### Floorplan with the power grid, run 1

Drawn at 4 px/µm. Pins as bars on the die edge. Tap cells in gray.
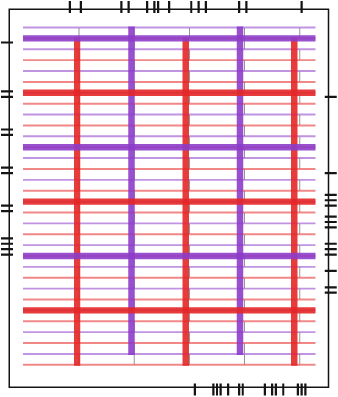
### Placement by cell class, run 1

Drawn at 4 px/µm. Fill, decap, tap and diode cells in gray.
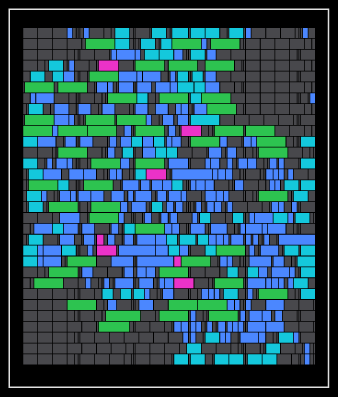
### Routed clock nets over the placement, run 1

Drawn at 4 px/µm.
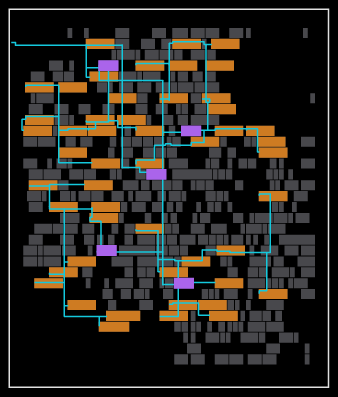
### Metal layers overlaid, run 1

Drawn at 4 px/µm.
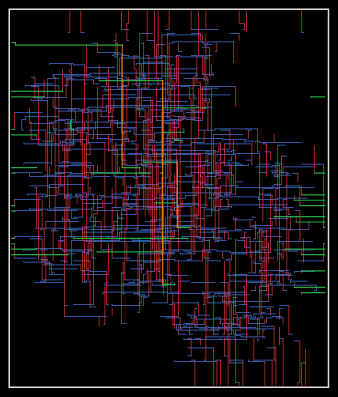
File: src/rtl/acos_pkg.sv
// Shared types and constants for the arc-cosine successive-approximation search.
package acos_pkg;

  localparam int ANG_W  = 10;              // angle code width, unsigned 2.8 radians
  localparam int FRAC_W = 8;               // cosine fractional bits
  localparam int INT_W  = 2;               // cosine integer bits (two's complement)
  localparam int VAL_W  = INT_W + FRAC_W;  // full cosine / target width
  localparam int BIT_W  = 4;               // width of the bit index 9..0

  localparam logic [ANG_W-1:0] XMAX_DEF = 10'h324;  // pi in 2.8
  localparam logic [FRAC_W-1:0] YCFG_DEF = 8'hFF;
  localparam logic [BIT_W-1:0] BIT_TOP  = 4'd9;

  typedef enum logic [2:0] {
    ST_IDLE,
    ST_TRIAL,
    ST_ISSUE,
    ST_WAIT,
    ST_DONE
  } state_t;

  // Candidate angle: current accumulator with the bit under test forced high.
  function automatic logic [ANG_W-1:0] set_bit(input logic [ANG_W-1:0] a,
                                               input logic [BIT_W-1:0] b);
    return a | (ANG_W'(1) << b);
  endfunction

endpackage

File: src/rtl/acos_controller.sv
// Sequencing FSM for the arc-cosine search: walks the bits, issues cosine
// requests and produces the registered control strobes.
//
//   state | meaning
//   IDLE  | waiting for start
//   TRIAL | bit under test chosen; skip it if the candidate exceeds XMAX
//   ISSUE | cos_start asserted for this single cycle
//   WAIT  | waiting for cos_done from the cosine unit
//   DONE  | result valid, done asserted
module acos_controller
  import acos_pkg::*;
(
  input  logic   clk,
  input  logic   rst,
  input  logic   start,
  input  logic   trial_over,
  input  logic   bit_zero,
  input  logic   cos_done,
  output state_t state,
  output logic   cos_start,
  output logic   busy,
  output logic   done
);

  // State register with registered strobes; cos_start/done are set on the
  // transition into ISSUE/DONE so they are high exactly while in that state.
  always_ff @(posedge clk) begin
    if (rst) begin
      state     <= ST_IDLE;
      cos_start <= 1'b0;
      busy      <= 1'b0;
      done      <= 1'b0;
    end else begin
      cos_start <= 1'b0;
      done      <= 1'b0;
      case (state)
        ST_IDLE: begin
          if (start) begin
            state <= ST_TRIAL;
            busy  <= 1'b1;
          end
        end
        ST_TRIAL: begin
          if (trial_over) begin
            if (bit_zero) begin
              state <= ST_DONE;
              done  <= 1'b1;
            end
          end else begin
            state     <= ST_ISSUE;
            cos_start <= 1'b1;
          end
        end
        ST_ISSUE: begin
          state <= ST_WAIT;
        end
        ST_WAIT: begin
          if (cos_done) begin
            if (bit_zero) begin
              state <= ST_DONE;
              done  <= 1'b1;
            end else begin
              state <= ST_TRIAL;
            end
          end
        end
        ST_DONE: begin
          state <= ST_IDLE;
          busy  <= 1'b0;
        end
        default: begin
          state <= ST_IDLE;
          busy  <= 1'b0;
        end
      endcase
    end
  end

endmodule

File: src/rtl/acos_search.sv
// Arc-cosine by successive approximation: finds the largest angle code
// x <= XMAX with cos(x) >= target, using an external cosine unit.
module acos_search
  import acos_pkg::*;
#(
  parameter logic [ANG_W-1:0]  XMAX = XMAX_DEF,
  parameter logic [FRAC_W-1:0] YCFG = YCFG_DEF
) (
  input  logic              clk,
  input  logic              rst,
  input  logic              start,
  input  logic [VAL_W-1:0]  target,
  input  logic              cos_done,
  input  logic [INT_W-1:0]  cos_int,
  input  logic [FRAC_W-1:0] cos_frac,
  output logic              cos_start,
  output logic [ANG_W-1:0]  cos_x,
  output logic [FRAC_W-1:0] cos_y,
  output logic              busy,
  output logic [ANG_W-1:0]  result,
  output logic              done
);

  state_t                    state;
  logic [ANG_W-1:0]          acc;
  logic [BIT_W-1:0]          bit_idx;
  logic signed [VAL_W-1:0]   target_reg;
  logic signed [VAL_W-1:0]   cos_val;
  logic [ANG_W-1:0]          trial;
  logic                      trial_over;
  logic                      bit_zero;
  logic                      cos_ge;

  assign cos_y      = YCFG;
  assign trial      = set_bit(acc, bit_idx);
  assign trial_over = (trial > XMAX);
  assign bit_zero   = (bit_idx == '0);
  assign cos_val    = {cos_int, cos_frac};
  assign cos_ge     = (cos_val >= target_reg);

  acos_controller u_ctrl (
    .clk        (clk),
    .rst        (rst),
    .start      (start),
    .trial_over (trial_over),
    .bit_zero   (bit_zero),
    .cos_done   (cos_done),
    .state      (state),
    .cos_start  (cos_start),
    .busy       (busy),
    .done       (done)
  );

  // Search datapath; result is loaded on the same edge that enters DONE so
  // it is valid together with the done pulse.
  always_ff @(posedge clk) begin
    if (rst) begin
      acc        <= '0;
      bit_idx    <= BIT_TOP;
      target_reg <= '0;
      cos_x      <= '0;
      result     <= '0;
    end else begin
      case (state)
        ST_IDLE: begin
          if (start) begin
            target_reg <= target;
            acc        <= '0;
            bit_idx    <= BIT_TOP;
          end
        end
        ST_TRIAL: begin
          if (trial_over) begin
            if (bit_zero) result <= acc;
            else          bit_idx <= bit_idx - 1'b1;
          end else begin
            cos_x <= trial;
          end
        end
        ST_WAIT: begin
          if (cos_done) begin
            if (cos_ge) acc <= cos_x;
            if (bit_zero) result <= cos_ge ? cos_x : acc;
            else          bit_idx <= bit_idx - 1'b1;
          end
        end
        default: begin
        end
      endcase
    end
  end

endmodule

File: config.mk
export PLATFORM = sky130hd
export DESIGN_NAME = acos_search
export DESIGN_NICKNAME = d
export VERILOG_FILES = /design/src/rtl/acos_pkg.sv /design/src/rtl/acos_controller.sv /design/src/rtl/acos_search.sv
export SDC_FILE = /design/constraint.sdc
export NUM_CORES = 1
export LEC_CHECK = 0
export CAP_MARGIN = 20
export CORE_ASPECT_RATIO = 1.2
export CORE_MARGIN = 3
export CORE_UTILIZATION = 39
export CTS_CLUSTER_SIZE = 25
export DETAILED_ROUTE_END_ITERATION = 16
export PLACE_DENSITY = 0.67
export SYNTH_ARGS = -nofsm -noshare
export SYNTH_HDL_FRONTEND = slang
export SYNTH_SLANG_ARGS = --single-unit
File: constraint.sdc
create_clock -name clk -period 2.7 [get_ports clk]
set_input_delay 0.675 -clock clk [delete_from_list [all_inputs] [get_ports clk]]
set_output_delay 0.675 -clock clk [all_outputs]
set_load 0.01 [all_outputs]
==> results_dict.tcl, run 1 <==
# collected from the flow reports
set metrics [dict create \
    yosysUniqueCellTypes 43 \
    status "completed" \
    placed_area_mm2 0.003159 \
    place_ws_ps -439.9 \
    cts_setup_buffers 0 \
    syn_area_mm2 0.002525 \
    grt_use_total 0.1718 \
    nets 399 \
    drc 0 \
    die_area_mm2 0.007479 \
    setup_ws_ps 91.25 \
    top_area_frac 0.3964 \
    leakage_nw 1.271 \
    drv_cap 0 \
    wl_met2_um 3077 \
    tapCellCount 82 \
    drive_gt1_frac 0.1917 \
    overflow 0 \
    endpoint "result[9]$_SDFFE_PP0P_" \
    ys_sh_simple 0.1710 \
    period_used_share 0.9662 \
    nNonClkBuffers 79 \
    num-nonclk-inverters 16 \
    htreeDepth 2 \
    crit_required_ps 2930 \
    reg2regPathDepth 11 \
    n_antenna_cell 0 \
    cts-root-buf "clkbuf_8" \
    port_buffers 46 \
    ff2ff_setup_slack_ps 90 \
    dr.pass1.iters 4 \
    p_comb_frac 0.193 \
    cts_resized 6 \
    ys_sh_xor 0 \
    hold_violations 0 \
    comb_area_mm2 0.001446 \
    final-nonclk-buf-share 0.2139 \
    antenna_found_initial 0 \
    largest_cell_class "multi-input combinational cells" \
    drt_first_iter_violations 117 \
    cp-startpoint "bit_idx[0]$_SDFFE_PP1P_" \
    grtUsageMet2 0.2876 \
    synthCells 287 \
    end_kind "flop" \
    via_count 2266 \
    yosysSeqAreaShare 0.3964 \
    cts_buffers 5 \
    detail_route.vias_per_cell 5.127 \
    synthArstFlopShare 0 \
    flop_area_mm2 0.001006 \
    swShare 0.2760 \
    use_met3 0.03359 \
    logic_gate_count 208 \
    critPathArrivalTime_ps 2840 \
    grt_pass1_wl_um 10220 \
    holdBufCountCts 0 \
    synth-edff-count 0 \
    worstSetupPathType "flop to flop" \
    comb_area_share 0.4213 \
    ys_area_mm2 0.002525 \
    aoi_share 0.2339 \
    yosysTopAreaCell "dfxtp_1" \
    flop-count 50 \
    yosys_warnings 0 \
    netSwitchingPower_uw 414.1 \
    grt_pass1_vias 2217 \
    total_power_mw 1.500 \
    finalSetupTns_ps 0 \
    start_kind "flop" \
    clockNetworkAreaShare 0.02296 \
    reg2reg_from "bit_idx[0]$_SDFFE_PP1P_" \
    clock_buffers 5 \
    cts_sinks 50 \
    clkTransAtPathRegs_ps 90 \
    finalMaxSlewViolations 0 \
    wl_met3_um 287 \
    dp_cells 423 \
    busiest_layer "met2" \
    hold_class "flop to flop" \
]
Back to the opening pictures, 'Floorplan with the power grid':
VSS -> red
VDD -> purple
met5 straps = 6
tap cells = 82
rows = 31
signal pins = 55
met1 rails = 32

Back to the opening pictures, 'Placement by cell class':
all other logic -> blue  # cells 224
flip-flops -> green  # cells 50
clock drivers and dummy loads -> magenta  # cells 7
other buffers and delay cells -> cyan  # cells 79
core area: 0.006167 mm²
Cell Rows: 31
Final Cell Area: 0.003433 mm²

Back to the opening pictures, 'Routed clock nets over the placement':
clock wires -> cyan  # length 600 µm
cells driving clock nets -> purple  # count 5
flip-flops -> orange  # count 50
routed clock nets = 6
Setup Skew: 5.376 ps
Clock net power: 415 µW
Skew-Pair Late Insertion Delay: 300 ps
clock share of power: 0.276

Back to the opening pictures, 'Metal layers overlaid':
met1 -> blue  # wire length 2760 µm
met4 -> orange  # wire length 97.9 µm
met2 -> red  # wire length 3080 µm
met3 -> green  # wire length 287 µm
Wirelength per Cell: 14.07 µm
DRT Wirelength: 6221 µm

-- run 1: cell families (layout without fill, tap and decap cells) --
kind of cell	count (synthesis)	after routing
simple gates	92	93
compound gates	79	79
mux	13	13
buf+inv	37	102
fa+ha+maj	15	15
flops	50	50
other cells	1	8
-- run 1: power groups by stage --
| stage | Clock (mW) | Combinational [mW] | Sequential [mW] |
|---|---|---|---|
| after floorplan | 0 | 0.154 | 0.814 |
| after global placement | 0 | 0.273 | 0.812 |
| after detailed placement | 0 | 0.277 | 0.812 |
| after CTS | 0.428 | 0.282 | 0.795 |
| after global routing | 0.453 | 0.326 | 0.801 |
| final | 0.415 | 0.290 | 0.796 |
-- run 1: critical path, stage by stage (launching register included) --
cell and delay (ps):
dfxtp_4 380, inv_4 70, ha_4 150, or2_2 110, a211oi_1 70, o221a_2 310, or4b_4 500, a2111oi_4 420
buf_4 180, buf_6 120, nor2_1 50, a211oi_1 180
-- run 1: placed cells by master, fill, tap and decap left out, types with 11 or more instances in the layout --
cell type | synthesis | layout
mux2i_1 | 13 | 12
buf_4 | 9 | 29
nand2_1 | 32 | 32
clkdlybuf4s50_1 | 0 | 45
a211oi_1 | 14 | 13
a21oi_1 | 28 | 27
ha_1 | 15 | 11
dfxtp_1 | 50 | 48
inv_1 | 16 | 14
nor2_1 | 30 | 30
-- run 1: cell usage after synthesis, types with 4 or more instances --
cell and instances:
nor3_1 4, nand2_1 32, o21ai_0 5, nor2_1 30
ha_1 15, inv_1 16, buf_4 9, nor2b_1 7
dfxtp_1 50, a22o_1 10, a21oi_1 28, mux2i_1 13
a211oi_1 14, a211oi_2 8, clkbuf_1 11
--- run 2 (diff from run 1) ---
- CORE_ASPECT_RATIO: 1.2 -> 0.7
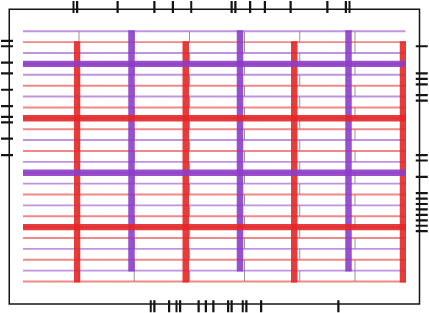
*Floorplan with the power grid, run 2*
Drawn at 4 px/µm. Pins as bars on the die edge. Tap cells in gray.
VDD -> purple
VSS -> red
met1 rails = 24
met5 straps = 4
signal pins = 55
DIE HEIGHT: 73.32 µm
maximum VDD drop: 307.2 µV
core area: 0.005986 mm²
Die X: 102.2 µm

==> run 2 against run 1 <==
Compared with the run above: sequential cell count unchanged; first-iteration DRC count increased by 42%; clock power increased by 27%; sequential share of layout area increased by 0.20 points; power increased by 7.5%; global-route usage decreased by 0.42 points; clock-buffer cell count increased by 1; cell count decreased by 3.6%; synthesized area unchanged; sequential power about the same; maximum frequency decreased by 1.3%; critical path type is now primary input to flop.
==> results_dict.tcl, run 2 <==
# collected from the flow reports
set metrics [dict create \
    status "completed" \
    post-route-util 0.5696 \
    synth-edff-count 0 \
    top_area_frac 0.3964 \
    hold_violations 0 \
    cts_sinks 50 \
    critPathMaxStageDelay_ps 410 \
    finalMaxSlewViolations 0 \
    placed_area_mm2 0.003133 \
    period_used_share 0.9787 \
    n_antenna_cell 0 \
    worstSetupPathType "primary input to flop" \
    grt_pass1_wl_um 9873 \
    antenna_found_initial 0 \
    layout_top_cell "dfxtp_1" \
    cts-root-buf "clkbuf_8" \
    stdcell_area_mm2 0.003410 \
    clkTransAtPathRegs_ps 90 \
    htreeDepth 2 \
    yosysTopAreaCell "dfxtp_1" \
    worst-path-max-fanout 5 \
    synthCells 287 \
    wl_met3_um 435 \
    ys_sh_simple 0.1710 \
    avgSynthCellArea_um2 8.798 \
    syn_area_mm2 0.002525 \
    grt_pass1_vias 2054 \
    yosys_warnings 0 \
    drt_first_iter_violations 166 \
    synthArstFlopShare 0 \
    cp_slowest_cell "clkdlybuf4s50_1" \
    fp_util 0.4218 \
    start_kind "primary input" \
    path_cells "clkdlybuf4s50_1 > ha_1 > a21o_1 > a2111o_1 > a211o_1 > and4_4 > and3b_2 > a22o_1" \
    yosysSeqAreaShare 0.3964 \
    detail_route.wl_per_cell_um 14.94 \
    skew_ps 8.538 \
    rows 23 \
    yosysUniqueCellTypes 43 \
    drive_gt1_frac 0.1624 \
    tritoncts "built" \
    use_met3 0.04269 \
    dr.pass1.iters 4 \
    synth.most_common_cell "dfxtp_1" \
    overflow 0 \
    die_area_mm2 0.007491 \
    hold_class "flop to flop" \
    wl_met2_um 2661 \
    holdBufCountCts 0 \
    port_buffers 46 \
    ant_nets 0 \
    grt.met1_usage 0.2493 \
    grt_use_total 0.1675 \
    grtUsageMet2 0.2383 \
    maxSlewHeadroom 0.6668 \
    drv_cap 0 \
    flop_cell "dfxtp_1" \
    end_kind "flop" \
    logic_family "AND-OR/OR-AND gates" \
    dp_hpwl_um 4289 \
    yosys.area_share.adder 0.07433 \
    leakage_nw 1.245 \
    grt_setup_unrepaired "no" \
    place_ws_ps -409.7 \
    detail_route.vias_per_cell 5.190 \
    synth.area.top_cells "dfxtp_1, ha_1, a21oi_1, mux2i_1, nand2_1" \
    layout_top_cells "dfxtp_1, clkdlybuf4s50_1, nand2_1" \
    dp_cells 412 \
    setup_ws_ps 57.49 \
    nets 389 \
    common_cells "dfxtp_1, nand2_1, nor2_1" \
    busiest_layer "met1" \
    cts_buffer_depth 2 \
    cts_buffers 5 \
    place_congestion 0.8302 \
    pwr_density_cell_mw_per_mm2 473.3 \
    finalSetupTns_ps 0 \
    ys_area_mm2 0.002525 \
    critPathArrivalTime_ps 2850 \
    clock_latency_ps 310 \
    crit_required_ps 2910 \
    drc 0 \
    via_count 2211 \
    wl_um 6363 \
    ys_sh_xor 0 \
    total_power_mw 1.614 \
    mux_share 0.05154 \
    aoi_share 0.2339 \
]
[run 2: netlist changes by cell type in the layout (fill, tap and decap cells not counted), sizes merged]
cell,before,now
clkinvlp,0,1
clkbuf,5,9
buf,33,20
clkdlybuf4s50,45,44
clkinv,2,0
dlymetal6s2s,1,2
bufinv,0,1
[run 2: cell type report]
class / count / area, µm² / area share
clock inverter: 2 / 37.54 / 0.01101
inverter: 16 / 60.06 / 0.01761
multi-input combinational: 208 / 1420 / 0.4165
clock buffer: 6 / 72.57 / 0.02128
timing repair buffer: 69 / 719.4 / 0.2110
tap: 75 / 93.84 / 0.02752
sequential: 50 / 1006 / 0.2950
[run 2: final timing paths]
path                         startpoint                         end  slack, ps  cells past startpoint
max                         cos_frac[6]         acc[8]$_SDFFE_PP0P_         60                      8
max reg2reg     bit_idx[0]$_SDFFE_PP1P_      result[6]$_SDFFE_PP0P_         80                     10
min          target_reg[5]$_SDFFE_PP0P_  target_reg[5]$_SDFFE_PP0P_        460                      2
min reg2reg  target_reg[5]$_SDFFE_PP0P_  target_reg[5]$_SDFFE_PP0P_        460                      2
[run 2: power breakdown]
| group | leakage, nW | internal (mW) | total [mW] | switching, mW |
|---|---|---|---|---|
| clock | 0.0514 | 0.277 | 0.528 | 0.252 |
| sequential | 0.407 | 0.768 | 0.796 | 0.0280 |
| combinational | 0.787 | 0.143 | 0.290 | 0.147 |
[run 2: critical path: cells and delay by family]
family,cells,cell delay (ps)
AOI/OAI and AO/OA,4,1080
and+or+nand+nor,2,480
buffers and inverters,1,410
adders and majority gates,1,200
[run 2: what timing repair did]
item	in CTS	in global routing
setup buffers	0	2
resized	5	18
pin swaps	1	16
gates cloned	1	3
endpoints found under the setup margin	20	29
Power is estimated from default activity; no workload was simulated.
